$ cat config.mk
export PLATFORM = sky130hd
export DESIGN_NAME = tty_tx_ctrl
export DESIGN_NICKNAME = d
export VERILOG_FILES = /design/src/rtl/cpu32_io_pkg.sv /design/src/rtl/sync_fifo.sv /design/src/rtl/tty_tx_ctrl.sv
export SDC_FILE = /design/constraint.sdc
export NUM_CORES = 1
export LEC_CHECK = 0
export ABC_AREA = 1
export CAP_MARGIN = 20
export CORE_MARGIN = 1
export CORE_UTILIZATION = 25
export CTS_BUF_LIST = sky130_fd_sc_hd__clkbuf_8
export DETAILED_ROUTE_END_ITERATION = 7
export GPL_TIMING_DRIVEN = 0
export PLACE_DENSITY = 0.45
export SETUP_SLACK_MARGIN = 0.3
export SYNTH_ARGS = -nofsm -noshare
export SYNTH_HDL_FRONTEND = slang
export SYNTH_SLANG_ARGS = --single-unit
$ cat constraint.sdc
create_clock -name clk -period 2.7 [get_ports clk]
set_input_delay 0.675 -clock clk [delete_from_list [all_inputs] [get_ports clk]]
set_output_delay 0.675 -clock clk [all_outputs]
set_load 0.01 [all_outputs]
$ cat src/rtl/cpu32_io_pkg.sv
// Shared definitions for cpu32 memory-mapped IO blocks.
//   IO_BASE       : d_addr[31:28] nibble that selects the IO region
//   REG_*         : register offsets as seen on d_addr[3:2]
//   STAT_*        : STATUS register bit positions
//   tx_state_t    : serial transmitter FSM states
package cpu32_io_pkg;

   localparam logic [3:0] IO_BASE = 4'hE;

   localparam logic [1:0] REG_DATA   = 2'd0;
   localparam logic [1:0] REG_STATUS = 2'd1;
   localparam logic [1:0] REG_DIV    = 2'd2;

   localparam int unsigned STAT_FULL    = 0;
   localparam int unsigned STAT_EMPTY   = 1;
   localparam int unsigned STAT_BUSY    = 2;
   localparam int unsigned STAT_OVF     = 3;
   localparam int unsigned STAT_CNT_LSB = 4;
   localparam int unsigned STAT_CNT_W   = 9;

   typedef enum logic [1:0] {
      IDLE,
      START,
      DATA,
      STOP
   } tx_state_t;

endpackage

$ cat src/rtl/sync_fifo.sv
// Synchronous FIFO with a first-word-fall-through head.
//   clk, reset      : clock, asynchronous active-high reset
//   push, wdata     : write request and data
//   push_ok         : push is accepted this cycle (room, or a pop frees a slot)
//   pop             : remove the head entry (ignored when empty)
//   rdata           : current head entry, valid whenever empty = 0
//   count           : number of stored entries, 0..DEPTH
//   full, empty     : count == DEPTH, count == 0
module sync_fifo #(
   parameter int unsigned DEPTH = 16,
   parameter int unsigned WIDTH = 8
) (
   input  logic                     clk,
   input  logic                     reset,
   input  logic                     push,
   input  logic [WIDTH-1:0]         wdata,
   output logic                     push_ok,
   input  logic                     pop,
   output logic [WIDTH-1:0]         rdata,
   output logic [$clog2(DEPTH):0]   count,
   output logic                     full,
   output logic                     empty
);

   localparam int unsigned AW = $clog2(DEPTH);
   localparam int unsigned CW = AW + 1;
   localparam logic [CW-1:0] DEPTH_C = CW'(DEPTH);

   logic [WIDTH-1:0] mem [DEPTH];
   logic [AW-1:0]    head_q, head_d;
   logic [AW-1:0]    tail_q, tail_d;
   logic [CW-1:0]    count_q, count_d;
   logic             pop_ok;

   assign full    = (count_q == DEPTH_C);
   assign empty   = (count_q == '0);
   assign pop_ok  = pop & ~empty;
   // A pop in the same cycle frees the slot the push lands in.
   assign push_ok = push & (~full | pop_ok);
   assign rdata   = mem[head_q];
   assign count   = count_q;

   always_comb begin
      head_d  = head_q;
      tail_d  = tail_q;
      count_d = count_q;
      if (pop_ok)  head_d = head_q + 1'b1;
      if (push_ok) tail_d = tail_q + 1'b1;
      unique case ({push_ok, pop_ok})
         2'b10:   count_d = count_q + 1'b1;
         2'b01:   count_d = count_q - 1'b1;
         default: count_d = count_q;
      endcase
   end

   always_ff @(posedge clk or posedge reset) begin
      if (reset) begin
         head_q  <= '0;
         tail_q  <= '0;
         count_q <= '0;
      end else begin
         head_q  <= head_d;
         tail_q  <= tail_d;
         count_q <= count_d;
      end
   end

   // Storage needs no reset; the pointers and count define what is valid.
   always_ff @(posedge clk) begin
      if (push_ok) mem[tail_q] <= wdata;
   end

endmodule

$ cat src/rtl/tty_tx_ctrl.sv
// Memory-mapped 8N1 serial transmit controller for the cpu32 data bus.
// CPU byte writes are queued in a FIFO and sent LSB first at a programmable
// bit period of DIV+1 clocks.
//   clk, reset : clock, asynchronous active-high reset
//   cs, we     : chip select (IO region decoded outside), write strobe
//   addr       : register select (d_addr[3:2]): 0 DATA, 1 STATUS, 2 DIV
//   wdata      : write data
//   rdata      : combinational read data, 0 when not selected
//   txd        : registered serial output, idles high
//   irq_empty  : FIFO empty and transmitter idle
module tty_tx_ctrl
   import cpu32_io_pkg::*;
#(
   parameter int unsigned DEPTH     = 16,
   parameter logic [15:0] DIV_RESET = 16'd3
) (
   input  logic        clk,
   input  logic        reset,
   input  logic        cs,
   input  logic        we,
   input  logic [1:0]  addr,
   input  logic [31:0] wdata,
   output logic [31:0] rdata,
   output logic        txd,
   output logic        irq_empty
);

   localparam int unsigned CW = $clog2(DEPTH) + 1;

   logic          wr;
   logic          push;
   logic          push_ok;
   logic          pop;
   logic [7:0]    head;
   logic [CW-1:0] count;
   logic          full;
   logic          empty;
   logic          busy;

   tx_state_t     state_q, state_d;
   logic [7:0]    sh_q, sh_d;
   logic [15:0]   div_q, div_d;      // divisor frozen for the current frame
   logic [15:0]   tmr_q, tmr_d;
   logic [2:0]    idx_q, idx_d;
   logic          txd_q, txd_d;
   logic [15:0]   div_reg_q, div_reg_d;
   logic          ovf_q, ovf_d;

   logic          unused_wdata;
   assign unused_wdata = ^wdata[31:16];

   assign wr   = cs & we;
   assign push = wr & (addr == REG_DATA);

   sync_fifo #(
      .DEPTH (DEPTH),
      .WIDTH (8)
   ) u_fifo (
      .clk     (clk),
      .reset   (reset),
      .push    (push),
      .wdata   (wdata[7:0]),
      .push_ok (push_ok),
      .pop     (pop),
      .rdata   (head),
      .count   (count),
      .full    (full),
      .empty   (empty)
   );

   // FSM state register
   always_ff @(posedge clk or posedge reset) begin
      if (reset) begin
         state_q <= IDLE;
         sh_q    <= '0;
         div_q   <= '0;
         tmr_q   <= '0;
         idx_q   <= '0;
         txd_q   <= 1'b1;
      end else begin
         state_q <= state_d;
         sh_q    <= sh_d;
         div_q   <= div_d;
         tmr_q   <= tmr_d;
         idx_q   <= idx_d;
         txd_q   <= txd_d;
      end
   end

   // FSM next state; each bit lasts while the timer runs div_q..0
   always_comb begin
      state_d = state_q;
      sh_d    = sh_q;
      div_d   = div_q;
      tmr_d   = tmr_q;
      idx_d   = idx_q;
      pop     = 1'b0;
      unique case (state_q)
         IDLE: begin
            if (!empty) begin
               pop     = 1'b1;
               sh_d    = head;
               div_d   = div_reg_q;
               tmr_d   = div_reg_q;
               state_d = START;
            end
         end
         START: begin
            if (tmr_q == '0) begin
               tmr_d   = div_q;
               idx_d   = '0;
               state_d = DATA;
            end else begin
               tmr_d = tmr_q - 1'b1;
            end
         end
         DATA: begin
            if (tmr_q == '0) begin
               tmr_d = div_q;
               sh_d  = sh_q >> 1;
               if (idx_q == 3'd7) state_d = STOP;
               else               idx_d   = idx_q + 1'b1;
            end else begin
               tmr_d = tmr_q - 1'b1;
            end
         end
         STOP: begin
            if (tmr_q == '0) state_d = IDLE;
            else             tmr_d   = tmr_q - 1'b1;
         end
         default: state_d = IDLE;
      endcase
   end

   // FSM outputs; txd is computed from the next state so the flop lines up
   // with the state it belongs to.
   always_comb begin
      busy  = (state_q != IDLE);
      txd_d = 1'b1;
      unique case (state_d)
         START:   txd_d = 1'b0;
         DATA:    txd_d = sh_d[0];
         default: txd_d = 1'b1;
      endcase
   end

   assign txd       = txd_q;
   assign irq_empty = empty & (state_q == IDLE);

   // Bus-writable registers; an overflowing push beats a clear in the same cycle.
   always_comb begin
      div_reg_d = div_reg_q;
      ovf_d     = ovf_q;
      if (wr && addr == REG_DIV) div_reg_d = wdata[15:0];
      if (wr && addr == REG_STATUS && wdata[STAT_OVF]) ovf_d = 1'b0;
      if (push && !push_ok) ovf_d = 1'b1;
   end

   always_ff @(posedge clk or posedge reset) begin
      if (reset) begin
         div_reg_q <= DIV_RESET;
         ovf_q     <= 1'b0;
      end else begin
         div_reg_q <= div_reg_d;
         ovf_q     <= ovf_d;
      end
   end

   always_comb begin
      rdata = '0;
      if (cs) begin
         unique case (addr)
            REG_STATUS: begin
               rdata[STAT_FULL]  = full;
               rdata[STAT_EMPTY] = empty;
               rdata[STAT_BUSY]  = busy;
               rdata[STAT_OVF]   = ovf_q;
               rdata[STAT_CNT_LSB +: STAT_CNT_W] = STAT_CNT_W'(count);
            end
            REG_DIV:  rdata[15:0] = div_reg_q;
            default:  rdata = '0;
         endcase
      end
   end

endmodule
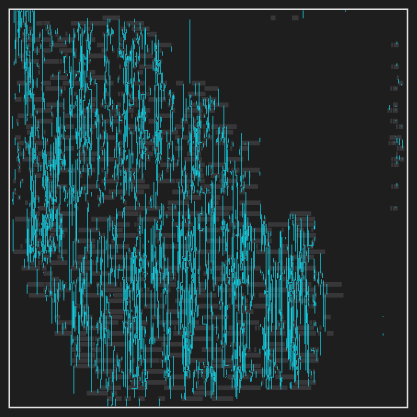
Run 1: signal wires on met2
Drawn at 2 px/µm. Cells faint in the background.
nets with wire on the layer = 870
main direction = vertical
longest straight run = 68.0 µm
wire length on this layer = 12800 µm
vias: 7291
GR Util met2: 23.4%
Total Routed Length: 27900 µm

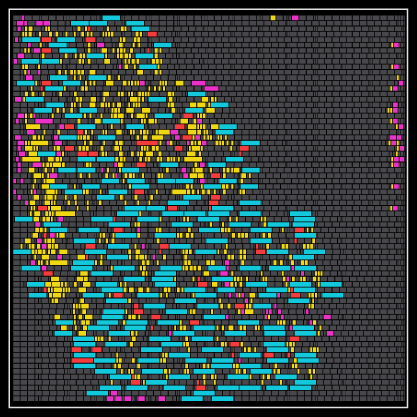
Run 1: cell classes on the final placement
Drawn at 2 px/µm. Fill, decap, tap and diode cells in gray.
cyan -> registers  # cells 204, share of their area 51%
yellow -> remaining logic cells  # cells 756, share of their area 35%
red -> clock drivers and dummy loads  # cells 64, share of their area 6.3%
magenta -> remaining buffers and delay cells  # cells 120, share of their area 7.8%
Seq/total area: 48.3%
final instance area: 11900 µm²
core area: 37800 µm²

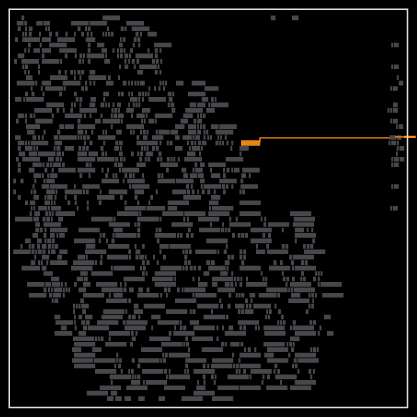
Run 1: I/O nets highlighted
Drawn at 2 px/µm.
orange -> txd  # bits 1, direction output, edge east, end cells 1, buffers 1, wire 72.1 µm

==> results.tsv, run 1 <==
metric	value	unit
Tmin final	2.46	ns
Ant. Diodes	0	
Worst Path Arrival	1.79	ns
DRC	0	
worst setup path endpoint	rdata[1]	
Pwr Total	7.52	mW
met2 wire length	12800	µm
Pre-Repair DR Iteration Count	5	
final period utilization	91.3	%
Log Warnings	55	
layout cells sized above 1	19.0	%
setup_tns	0	ns
Comb area share	30.6	%
status	finished clean	
Logic area	3640	µm²
die area	39400	µm²
clock buffers	40	
Critical R2R Capture	u_fifo.count[4]	
Comb pwr share	12.4	%
critical-path maximum fanout	2	
Compound-Gate Fraction of Synth Area	9.76	%
Clock Tree Buf Depth	3	
Rel. slew slack	36.8	%
FP Rows	71	
Hold Path Sink	div_q[0]	
Max Fclk	0.406	GHz
Nets	1176	
main logic family after synthesis	simple AND/OR/NAND/NOR gates	
yosys stat area	9640	µm²
Post-Route M1 WL	13500	µm
clock-cell share of area	5.99	%
Worst path top cell family by delay	flip-flops	
Switch Pwr	2.08	mW
htree depth	2	
clock skew	0.0394	ns
Total GRT Usage	14.6	%
flops out of synthesis	204	
Top Layer Used	met4	
Buf/Inv on CP	3	
most frequent logic cell in the layout	nand2_1	
RSZ-0062 raised after global routing	true	
top-count cell post-synth	nand2_1	
area post-placement	10800	µm²
xor/xnor share	1.91	%
CP max stage delay	0.44	ns
CP Launch Type	flip-flop	
Seq/Total Area, Yosys	59.6	%
flop count	204	
CTS resizes	128	
GR peak layer	met2	
yosys simple share	20.1	%
worst min path class	reg -> reg	
Worst Setup Slack, final	0.236	ns
Final setup viols	0	
Seq pwr share	49.2	%
total gr overflow	0	
slowest CP cell	dfrtp_2	
FILL cells	4067	
Num CTS Buffers	36	
initial antenna violation count	0	
Non-Filler Instances	1655	
hold_sp	div_q[0]	
Max VDD drop	0.319	mV
root buf cell	clkbuf_8	
IO Port Bufs	39	
Via density	4.41	
Die H	198	µm
Clock Power	2.89	mW
crit path from	u_fifo.count[2]	
internal power	5.44	mW
R2R depth	16	
worst path cell trace	nor2_4, nand4_1, inv_1, buf_4, a22oi_2, nor2_1, buf_2	
max-cap viol count	0	
cts hold-fix bufs	0	
routability cong.	0.763	
CTS sink count	204	
vias in the first global route	7365	
Routed Antenna Nets	0	
WP depth	7	
worst slew pin tran	0.945	ns
first-pass GRT wire length	43300	µm
async set-reset flop share out of synthesis	37.3	%
inverter count	73	
WHS	0.484	ns
DR WL met3	1140	µm
Top Consumer	sequential cells	
GR Util met1	20.1	%
fp_density	25.5	%
final core utilization	31.4	%
Comb. pwr	0.931	mW
TritonCTS clock tree	done	
number of max-slew violations in the final report	0	
Commonest cells post-synth	nand2_1, edfxtp_1, nor2_1	
dominant logic cell types in the final layout	nand2_1, edfxtp_1, nand3_1, nor2_1, a21oi_1	
Post-Place Cells	1568	
power per cell area	632	nW/µm²
mean post-synth cell area	9.64	µm²
## Run 2: what changed since run 1
--- a/config.mk
+++ b/config.mk
@@ -11,8 +11,8 @@
 export CORE_UTILIZATION = 25
 export CTS_BUF_LIST = sky130_fd_sc_hd__clkbuf_8
 export DETAILED_ROUTE_END_ITERATION = 7
-export GPL_TIMING_DRIVEN = 0
-export PLACE_DENSITY = 0.45
+export HOLD_SLACK_MARGIN = 0.08
+export PLACE_DENSITY = 0.44
 export SETUP_SLACK_MARGIN = 0.3
 export SYNTH_ARGS = -nofsm -noshare
 export SYNTH_HDL_FRONTEND = slang
==> constraint.sdc (replaced) <==
create_clock -name clk -period 3.1 [get_ports clk]
set_input_delay 0.775 -clock clk [delete_from_list [all_inputs] [get_ports clk]]
set_output_delay 0.775 -clock clk [all_outputs]
set_load 0.01 [all_outputs]
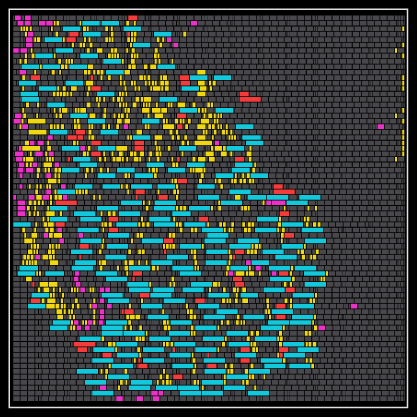
Run 2: cell classes on the final placement
Drawn at 2 px/µm. Fill, decap, tap and diode cells in gray.
yellow -> remaining logic cells  # cells 756, share of their area 34%
red -> clock drivers and dummy loads  # cells 69, share of their area 7.8%
magenta -> remaining buffers and delay cells  # cells 82, share of their area 6.4%
cyan -> registers  # cells 204, share of their area 52%
final instance area: 11700 µm²
Seq/total area: 49.2%

==> run 2 against run 1 <==
  * Flip-flop count stayed put
  * Core utilization shrank 0.56 points
  * Routed wire length down 12%
  * Register-to-register slack better by 0.24 ns
  * Clock power about the same
  * Cell count fell by 2.0%
  * Setup slack gained 0.20 ns
  * Hold slack lost 0.0057 ns
  * Final area decreased by 1.8%
  * Non-clock buffer count is 38 lower
  * Total power down 9.9%
  * Combinational power down 32%
==> results.tsv, run 2 <==
metric	value	unit	change
status	finished clean		
inverter count	73		unchanged
GR peak layer	met2		
slowest CP cell	dlygate4sd2_1		
Rel. slew slack	44.8	%	+8.0 points
CTS sink count	204		unchanged
worst min path class	reg -> reg		
Routed Antenna Nets	0		unchanged
initial DRC count	299		
Num CTS Buffers	38		+5.6%
CP max stage delay	0.28	ns	-0.16 ns
IO Port Bufs	39		unchanged
Pre-Repair DR Iteration Count	5		unchanged
Nets	1140		-3.1%
first-pass GRT wire length	39400	µm	-9.0%
Clock Tree Buf Depth	3		unchanged
WHS	0.479	ns	-0.00573 ns
number of max-slew violations in the final report	0		unchanged
dominant logic cell types in the final layout	nand2_1, edfxtp_1, nor2_1, nand3_1, a21oi_1		
Comb. pwr	0.633	mW	-32%
setup_tns	0	ns	unchanged
Final setup viols	0		unchanged
area post-placement	10700	µm²	-0.61%
Die H	198	µm	unchanged
most frequent logic cell in the layout	nand2_1		
max-cap viol count	0		unchanged
Log Warnings	54		-1.8%
Critical R2R Capture	u_fifo.count[4]		
Hold Path Sink	div_q[0]		
vias	7038		-3.5%
async set-reset flop share out of synthesis	37.3	%	unchanged
Total Routed Length	24500	µm	-12%
vias in the first global route	6992		-5.1%
critical-path maximum fanout	10		+8
Switch Pwr	1.74	mW	-17%
DRC	0		unchanged
worst path cell trace	dlygate4sd2_1, inv_1, ha_4, nand2_1, a21oi_1, dlygate4sd2_1		
Comb pwr share	9.3	%	-3.1 points
htree depth	2		unchanged
top-count cell post-synth	nand2_1		
Pwr Total	6.78	mW	-9.9%
Seq pwr share	47.7	%	-1.5 points
yosys simple share	20.1	%	unchanged
RSZ-0062 raised after global routing	true		
Via density	4.34		-1.5%
met2 wire length	11000	µm	-14%
Ant. Diodes	0		unchanged
Max Fclk	0.375	GHz	
flops out of synthesis	204		unchanged
Post-Place Cells	1550		-1.1%
Seq/Total Area, Yosys	59.6	%	unchanged
hold_sp	div_q[0]		
Buf/Inv on CP	3		unchanged
Tmin final	2.67	ns	
clock buffers	48		+20%
internal power	5.04	mW	-7.3%
yosys stat area	9640	µm²	unchanged
Top Layer Used	met4		
root buf cell	clkbuf_8		
Comb area share	29.6	%	-1.0 points
TritonCTS clock tree	done		
fp_density	25.5	%	unchanged
Worst path top cell family by delay	buffers and inverters		
worst slew pin tran	0.829	ns	-0.117 ns
routability cong.	0.757		-0.72%
GR Util met1	18.0	%	-2.1 points
fraction of area in non-clock buffers	6.02	%	
clock skew	0.0177	ns	-0.0217 ns
FP Rows	71		unchanged
Compound-Gate Fraction of Synth Area	9.76	%	unchanged
Max VDD drop	0.282	mV	-12%
cts hold-fix bufs	0		unchanged
Worst Setup End Kind	primary output		
WP depth	6		-1
Total GRT Usage	13.0	%	-1.6 points
CP Launch Type	input pin		
layout cells sized above 1	14.6	%	-4.4 points
Post-Route M1 WL	12100	µm	-10%
final period utilization	86.0	%	
GR Util met2	20.2	%	-3.3 points
Worst Path Arrival	1.89	ns	+0.10 ns
mean post-synth cell area	9.64	µm²	unchanged
clock-cell share of area	7.37	%	+1.4 points
final core utilization	30.9	%	-0.56 points
main logic family after synthesis	simple AND/OR/NAND/NOR gates		
FILL cells	4022		-1.1%
initial antenna violation count	0		unchanged
Clock Power	2.91	mW	about the same
Logic area	3450	µm²	-5.1%
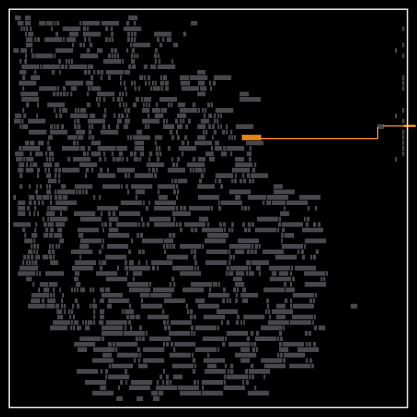
Run 2: I/O nets highlighted
Drawn at 2 px/µm.
orange -> txd  # bits 1, direction output, edge east, end cells 1, buffers 1, wire 75.4 µm

No activity file was given, so power comes from the tool's default toggle rates.
